File: src/rtl/pla_sched_pkg.sv
// Shared types and helpers for the PLA evaluation scheduler.
// Fixed PLA geometry plus the round-robin pointer advance.
package pla_sched_pkg;

  localparam int PLA_IN_W  = 9;
  localparam int PLA_OUT_W = 14;

  typedef logic [PLA_IN_W-1:0]  pla_in_t;
  typedef logic [PLA_OUT_W-1:0] pla_out_t;

  function automatic int rr_next(input int ptr, input int n);
    return (ptr + 1 >= n) ? 0 : ptr + 1;
  endfunction

endpackage

File: src/rtl/pla_eval_scheduler_rr_arbiter.sv
// Round-robin arbiter: first requester at or above ptr, with wrap.
// Grant vector and index are purely combinational.
module rr_arbiter
  import pla_sched_pkg::*;
#(
  parameter int N = 4
) (
  input  logic [N-1:0]         req,
  input  logic [$clog2(N)-1:0] ptr,
  input  logic                 en,
  output logic [N-1:0]         gnt,
  output logic [$clog2(N)-1:0] gnt_idx
);

  localparam int IW = $clog2(N);

  logic          found;
  int            j;
  logic [IW-1:0] jj;

  always_comb begin
    gnt     = '0;
    gnt_idx = '0;
    found   = 1'b0;
    j       = 0;
    jj      = '0;
    for (int k = 0; k < N; k++) begin
      j = int'(ptr) + k;
      if (j >= N) j = j - N;
      jj = IW'(j);
      if (en && !found && req[jj]) begin
        found   = 1'b1;
        gnt[jj] = 1'b1;
        gnt_idx = jj;
      end
    end
  end

endmodule

File: src/rtl/pla_eval_scheduler.sv
// Time-shares one combinational PLA between NUM_REQ requesters.
// Stage A registers the granted vector, stage B captures the PLA result.
module pla_eval_scheduler
  import pla_sched_pkg::*;
#(
  parameter int NUM_REQ = 4,
  parameter int IN_W    = PLA_IN_W,
  parameter int OUT_W   = PLA_OUT_W,
  parameter int ID_W    = $clog2(NUM_REQ)
) (
  input  logic                    clk,
  input  logic                    rst_n,
  input  logic [NUM_REQ-1:0]      req_valid,
  input  logic [NUM_REQ*IN_W-1:0] req_data,
  output logic [NUM_REQ-1:0]      req_ready,
  output logic [IN_W-1:0]         pla_x,
  input  logic [OUT_W-1:0]        pla_z,
  output logic                    rsp_valid,
  input  logic                    rsp_ready,
  output logic [OUT_W-1:0]        rsp_data,
  output logic [ID_W-1:0]         rsp_id,
  output logic                    busy
);

  logic              a_valid_q, a_valid_d;
  logic [ID_W-1:0]   a_id_q, a_id_d;
  logic [IN_W-1:0]   x_q, x_d;
  logic              b_valid_q, b_valid_d;
  logic [OUT_W-1:0]  z_q, z_d;
  logic [ID_W-1:0]   id_q, id_d;
  logic [ID_W-1:0]   ptr_q, ptr_d;

  logic              adv_a, adv_b;
  logic              arb_en, hs;
  logic [NUM_REQ-1:0] gnt;
  logic [ID_W-1:0]   gnt_idx;
  logic [IN_W-1:0]   sel_data;

  assign adv_b  = !b_valid_q || rsp_ready;
  assign adv_a  = !a_valid_q || adv_b;
  // No grants while reset is held low.
  assign arb_en = adv_a && rst_n;

  rr_arbiter #(
    .N(NUM_REQ)
  ) u_arb (
    .req    (req_valid),
    .ptr    (ptr_q),
    .en     (arb_en),
    .gnt    (gnt),
    .gnt_idx(gnt_idx)
  );

  assign req_ready = gnt;
  assign hs        = |gnt;

  always_comb begin
    sel_data = '0;
    for (int i = 0; i < NUM_REQ; i++) begin
      if (gnt[i]) sel_data = req_data[i*IN_W +: IN_W];
    end
  end

  always_comb begin
    a_valid_d = a_valid_q;
    a_id_d    = a_id_q;
    x_d       = x_q;
    ptr_d     = ptr_q;
    b_valid_d = b_valid_q;
    z_d       = z_q;
    id_d      = id_q;
    if (adv_a) begin
      a_valid_d = hs;
      if (hs) begin
        x_d    = sel_data;
        a_id_d = gnt_idx;
        ptr_d  = ID_W'(rr_next(int'(gnt_idx), NUM_REQ));
      end
    end
    if (adv_b) begin
      b_valid_d = a_valid_q;
      if (a_valid_q) begin
        z_d  = pla_z;
        id_d = a_id_q;
      end
    end
  end

  always_ff @(posedge clk) begin
    if (!rst_n) begin
      a_valid_q <= 1'b0;
      a_id_q    <= '0;
      x_q       <= '0;
      ptr_q     <= '0;
      b_valid_q <= 1'b0;
      z_q       <= '0;
      id_q      <= '0;
    end else begin
      a_valid_q <= a_valid_d;
      a_id_q    <= a_id_d;
      x_q       <= x_d;
      ptr_q     <= ptr_d;
      b_valid_q <= b_valid_d;
      z_q       <= z_d;
      id_q      <= id_d;
    end
  end

  assign pla_x     = x_q;
  assign rsp_valid = b_valid_q;
  assign rsp_data  = z_q;
  assign rsp_id    = id_q;
  assign busy      = a_valid_q | b_valid_q;

endmodule

File: config.mk
export PLATFORM = sky130hd
export DESIGN_NAME = pla_eval_scheduler
export DESIGN_NICKNAME = d
export VERILOG_FILES = /design/src/rtl/pla_sched_pkg.sv /design/src/rtl/pla_eval_scheduler_rr_arbiter.sv /design/src/rtl/pla_eval_scheduler.sv
export SDC_FILE = /design/constraint.sdc
export NUM_CORES = 1
export LEC_CHECK = 0
export ABC_AREA = 1
export CORE_MARGIN = 1
export CORE_UTILIZATION = 45
export CTS_CLUSTER_DIAMETER = 40
export DETAILED_ROUTE_END_ITERATION = 16
export PLACE_DENSITY_LB_ADDON = 0.1
export SLEW_MARGIN = 20
export SYNTH_ARGS = -nofsm -noshare
export SYNTH_HDL_FRONTEND = slang
export SYNTH_SLANG_ARGS = --single-unit
export TNS_END_PERCENT = 100
File: constraint.sdc
create_clock -name clk -period 5.3 [get_ports clk]
set_input_delay 1.59 -clock clk [delete_from_list [all_inputs] [get_ports clk]]
set_output_delay 1.59 -clock clk [all_outputs]
set_load 0.05 [all_outputs]
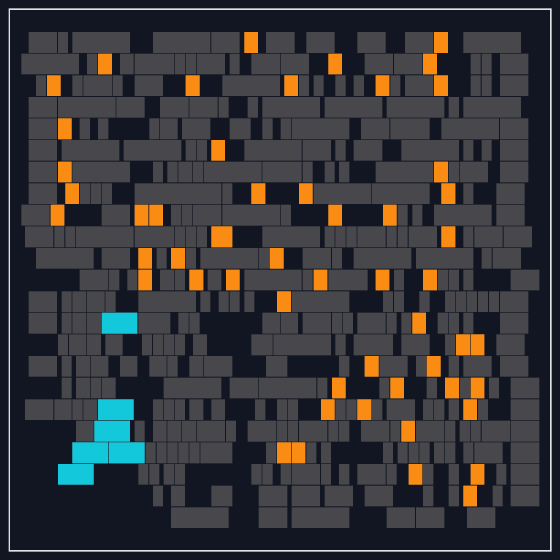
(run_1/gates.png)
fa/ha/maj cells: in cyan, cells 6, most used ha_1, where lower left. aoi and oai cells: in orange, cells 53, most used a21oi_1, where all over the die.

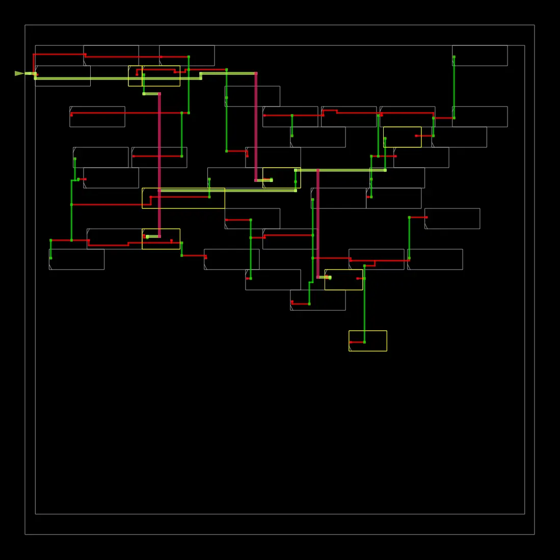
(run_1/clock_nets.png)
Num CTS Buffers: 5
clk pwr: 0.241 mW
clk sinks: 31

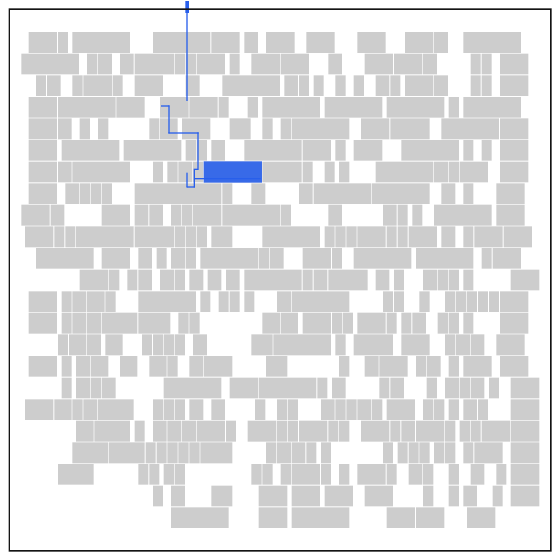
(run_1/port_trees.png)
`rsp_valid`: in blue, bits 1, direction output, end cells 1, buffers 1, wire 37.2 um.

-- run 1: final cells by class --
cell class	count	area share [%]
inverter	36	4.62
tap	50	2.10
clock inverter	2	1.18
sequential	31	20.8
timing repair buffer	91	31.6
multi-input combinational	230	36.9
clock buffer	6	2.77
-- run 1: critical path: cells and delay by family --
family	cells	cell delay, ns
AND/OR/NAND/NOR	6	0.95
buffers and inverters	2	0.73
-- run 1: state kept, by name, summed over array words and instances (netlist names), named ones only --
name	count
rsp_valid	1
ptr_q	1
rsp_data	14
pla_x	9
a_id_q	2
a_valid_q	1
rsp_id	2
-- run 1: cell families (layout without fill, tap and decap cells) --
logic type,Yosys count,after routing
DFF,31,31
adders and majority gates,6,6
buffers and inverters,50,135
AOI/OAI and AO/OA,53,53
and+or+nand+nor,171,171
-- run 1: path summary, 6_finish.rpt --
kind | startpoint | endpoint | slack [ns] | cells past startpoint
max | req_valid[1] | req_ready[1] | 0.44 | 8
min | a_id_q[0] | a_id_q[0] | 0.46 | 2
max reg2reg | register | pla_x[2] | 2.53 | 17
min reg2reg | a_id_q[0] | a_id_q[0] | 0.46 | 2
-- run 1: metal layers --
layer  GRT usage, %  vias up  part of all wire (%)
li1               -     1141                     -
met1           27.0      938                    46
met2           34.3       63                    45
met3           4.67        7                   7.4
met4           6.25        0                  0.95
met5              0        -                     0
-- run 1: layout by cell type, fill, tap and decap left out, types with 6 or more instances in the layout --
cell | Yosys | routed
nand2_1 | 95 | 95
a21oi_1 | 31 | 31
nand3_1 | 19 | 19
clkbuf_8 | 0 | 6
ha_1 | 6 | 6
nor2_1 | 40 | 40
clkdlybuf4s50_1 | 0 | 83
o21ai_0 | 21 | 21
dfxtp_1 | 31 | 31
inv_1 | 31 | 31
nand2_2 | 6 | 6
==> reports/qor.yml, run 1 <==
synth_area_um2: 1960
avgSynthCellArea_um2: 6.30
yosysCellCount: 311
cts_tree: "built"
worstPathMaxFanout: 12
clk_pin_slew_ns: 0.07
grt_pass1_wl_mm: 7.26
p_total_mw: 1.64
postCtsHoldBufs: 0
cts_resized: 0
arrival_ns: 3.27
vias_per_cell: 4.82
synthXorXnorAreaFrac_pct: 0
portBuffers: 87
rsz0062_at_grt: "no"
maxPowerGroup: "combinational logic"
instances_no_fill: 446
drtPass1Iterations: 4
cp.required_ns: 3.71
power_density_nw_per_um2: 550
ir_drop_v: 0.000334
status: "finished clean"
critPathLaunchType: "input port"
pg_seq_mw: 0.350
p_int_mw: 0.826
drt-total-wl_mm: 4.96
place_inst: 438
floorplan.nets: 374
cp_slowest_cell: "clkdlybuf4s50_1"
netlist.area_leader.share_pct: 31.7
gp_congestion: 0.868
mux_area_share_pct: 0
cp-end-kind: "primary output"
hp-class: "register to register"
synthCells: 311
critical_path_class: "input port to primary output"
synth-warning-count: 0
p_sw_share_pct: 49.6
drcViolationCount: 0
p_leak_nw: 1.40
final_max_slew_viol_count: 0
placed_cell_area_um2: 2860
finalInstanceArea_um2: 2980
clkPwrFrac_pct: 14.7
synthFlopType: "dfxtp_1"
logic_family: "simple AND/OR/NAND/NOR gates"
slew_headroom_pct: 65.0
die_x_um: 68.0
die-area_um2: 4620
switchingPower_mw: 0.811
finalSetupTns_ns: 0
fin_worst_skew_ns: 0.00632
finalCritPeriodShare_pct: 91.7
drive_gt1_share_pct: 9.09
core_um2: 4090
seq_area_frac_synth_pct: 31.7
seq_area_um2: 621
comb_power_share_pct: 63.9
==> run 2: changes to the inputs <==
--- a/config.mk
+++ b/config.mk
@@ -7,9 +7,11 @@
 export LEC_CHECK = 0
 export ABC_AREA = 1
 export CORE_MARGIN = 1
-export CORE_UTILIZATION = 45
+export CORE_UTILIZATION = 55
 export CTS_CLUSTER_DIAMETER = 40
 export DETAILED_ROUTE_END_ITERATION = 16
+export DONT_BUFFER_PORTS = 1
+export GPL_TIMING_DRIVEN = 0
 export PLACE_DENSITY_LB_ADDON = 0.1
 export SLEW_MARGIN = 20
 export SYNTH_ARGS = -nofsm -noshare
==> constraint.sdc (replaced) <==
create_clock -name clk -period 5.3 [get_ports clk]
set_input_delay 1.06 -clock clk [delete_from_list [all_inputs] [get_ports clk]]
set_output_delay 1.06 -clock clk [all_outputs]
set_load 0.05 [all_outputs]
==> reports/qor.yml, run 2 <==
postCtsHoldBufs: 0
slew_headroom_pct: 62.9
crit_buf_inv: 6
power_density_nw_per_um2: 680
synthCells: 311
largest_reg_flops: 14
p_leak_nw: 1.08
switchingPower_mw: 0.774
cp_slowest_cell: "dfxtp_1"
clkPwrFrac_pct: 13.3
floorplan.nets: 374
cts_resized: 0
cts_buffers: 5
hold_depth: 2
r2r-start: "ptr_q[1]"
cts_num_sinks: 31
grt_max_degree: 11
clk_pin_slew_ns: 0.09
finalSetupTns_ns: 0
cp-end-kind: "primary output"
comb_power_share_pct: 48.8
synthFlopType: "dfxtp_1"
hp-start: "a_id_q[0]"
drcViolationCount: 0
synth-warning-count: 0
placed_cell_area_um2: 2020
final_common_cell: "nand2_1"
portBuffers: 0
gp_congestion: 0.790
die_x_um: 61.7
critPathLaunchType: "register"
synth_area_um2: 1960
grt_pass1_wl_mm: 5.94
yosysCellCount: 311
drt-total-wl_mm: 4.06
ff2ff_path_depth: 15
vias_per_cell: 4.99
rsz0062_at_grt: "no"
critical_path_class: "register to primary output"
instances_no_fill: 365
core_um2: 3360
die-area_um2: 3810
cts_tree: "built"
finalInstanceArea_um2: 2100
avgSynthCellArea_um2: 6.30
place_inst: 357
arrival_ns: 2.58
final_max_slew_viol_count: 0
r2r_slack_ns: 2.65
p_int_mw: 0.657
fin_worst_skew_ns: 0.00802
lay_top_cells: "nand2_1 (95), nor2_1 (40), inv_1 (31), a21oi_1 (31), dfxtp_1 (31)"
hp-class: "register to register"
p_sw_share_pct: 54.1
netlist.area_leader.share_pct: 31.7
drtPass1Iterations: 6
whs_endpoint: "a_id_q[0]"
status: "finished clean"
drive_gt1_share_pct: 11.6
finalCritPeriodShare_pct: 68.7
p_total_mw: 1.43
[run 2: cell counts after synthesis]
Identical to the previous run, type by type.
[run 2: area by class of cell]
class	count	area [um2]	share of cell area, %
inverter	36	138	6.54
multi-input combinational	230	1100	52.3
tap	46	57.6	2.73
clock inverter	2	35.0	1.66
sequential	31	621	29.5
buffer	14	103	4.88
clock buffer	6	51.3	2.44
[run 2: logic make-up (layout without fill, tap and decap cells)]
kind of cell,after synthesis,count (layout),share of synthesized area (%)
simple gates,171,171,38.6
compound gates,53,53,13.7
buf+inv,50,58,12.3
flops,31,31,31.7
fa+ha+maj,6,6,3.83
[run 2: metal layers]
metal / vias to the layer above / track usage [%] / part of all wire, %
met4: 0 / 5.40 / 0.76
met2: 64 / 34.9 / 47
li1: 984 / - / -
met5: - / 0 / 0
met1: 768 / 25.9 / 44
met3: 5 / 7.04 / 8.0
[run 2: power by group through the flow]
stage | combinational, mW | clock, mW | sequential [mW]
after floorplan | 0.595 | 0 | 0.536
after global placement | 0.694 | 0 | 0.548
after detailed placement | 0.702 | 0 | 0.549
after CTS | 0.705 | 0.195 | 0.543
after global routing | 0.802 | 0.207 | 0.554
final | 0.698 | 0.191 | 0.542
[run 2: worst max-delay path by stage]
| stage | start | end | depth (start not counted) |
|---|---|---|---|
| CTS | ptr_q[1] | req_ready[3] | 13 |
| floorplan | req_valid[1] | req_ready[3] | 11 |
| detailed placement | rsp_ready | req_ready[3] | 12 |
| global placement | rsp_ready | req_ready[3] | 12 |
| finish | ptr_q[1] | req_ready[3] | 13 |
| global route | ptr_q[1] | req_ready[3] | 13 |
[run 2: worst min-delay path, stage by stage, from the launching register on]
cell and delay [ns]:
dfxtp_1 0.32, nand2_1 0.06, a21oi_1 0.05
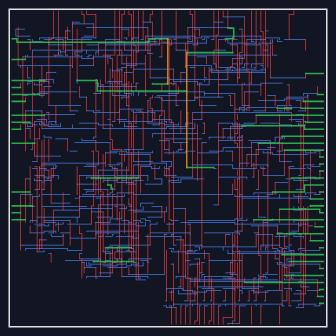
(run_2/layers.png)
M3: in green, wire length 326 um. M4: in orange, wire length 31.3 um. M2: in red, wire length 1910 um. M1: in blue, wire length 1790 um.

Power and IR drop assume default switching activity.
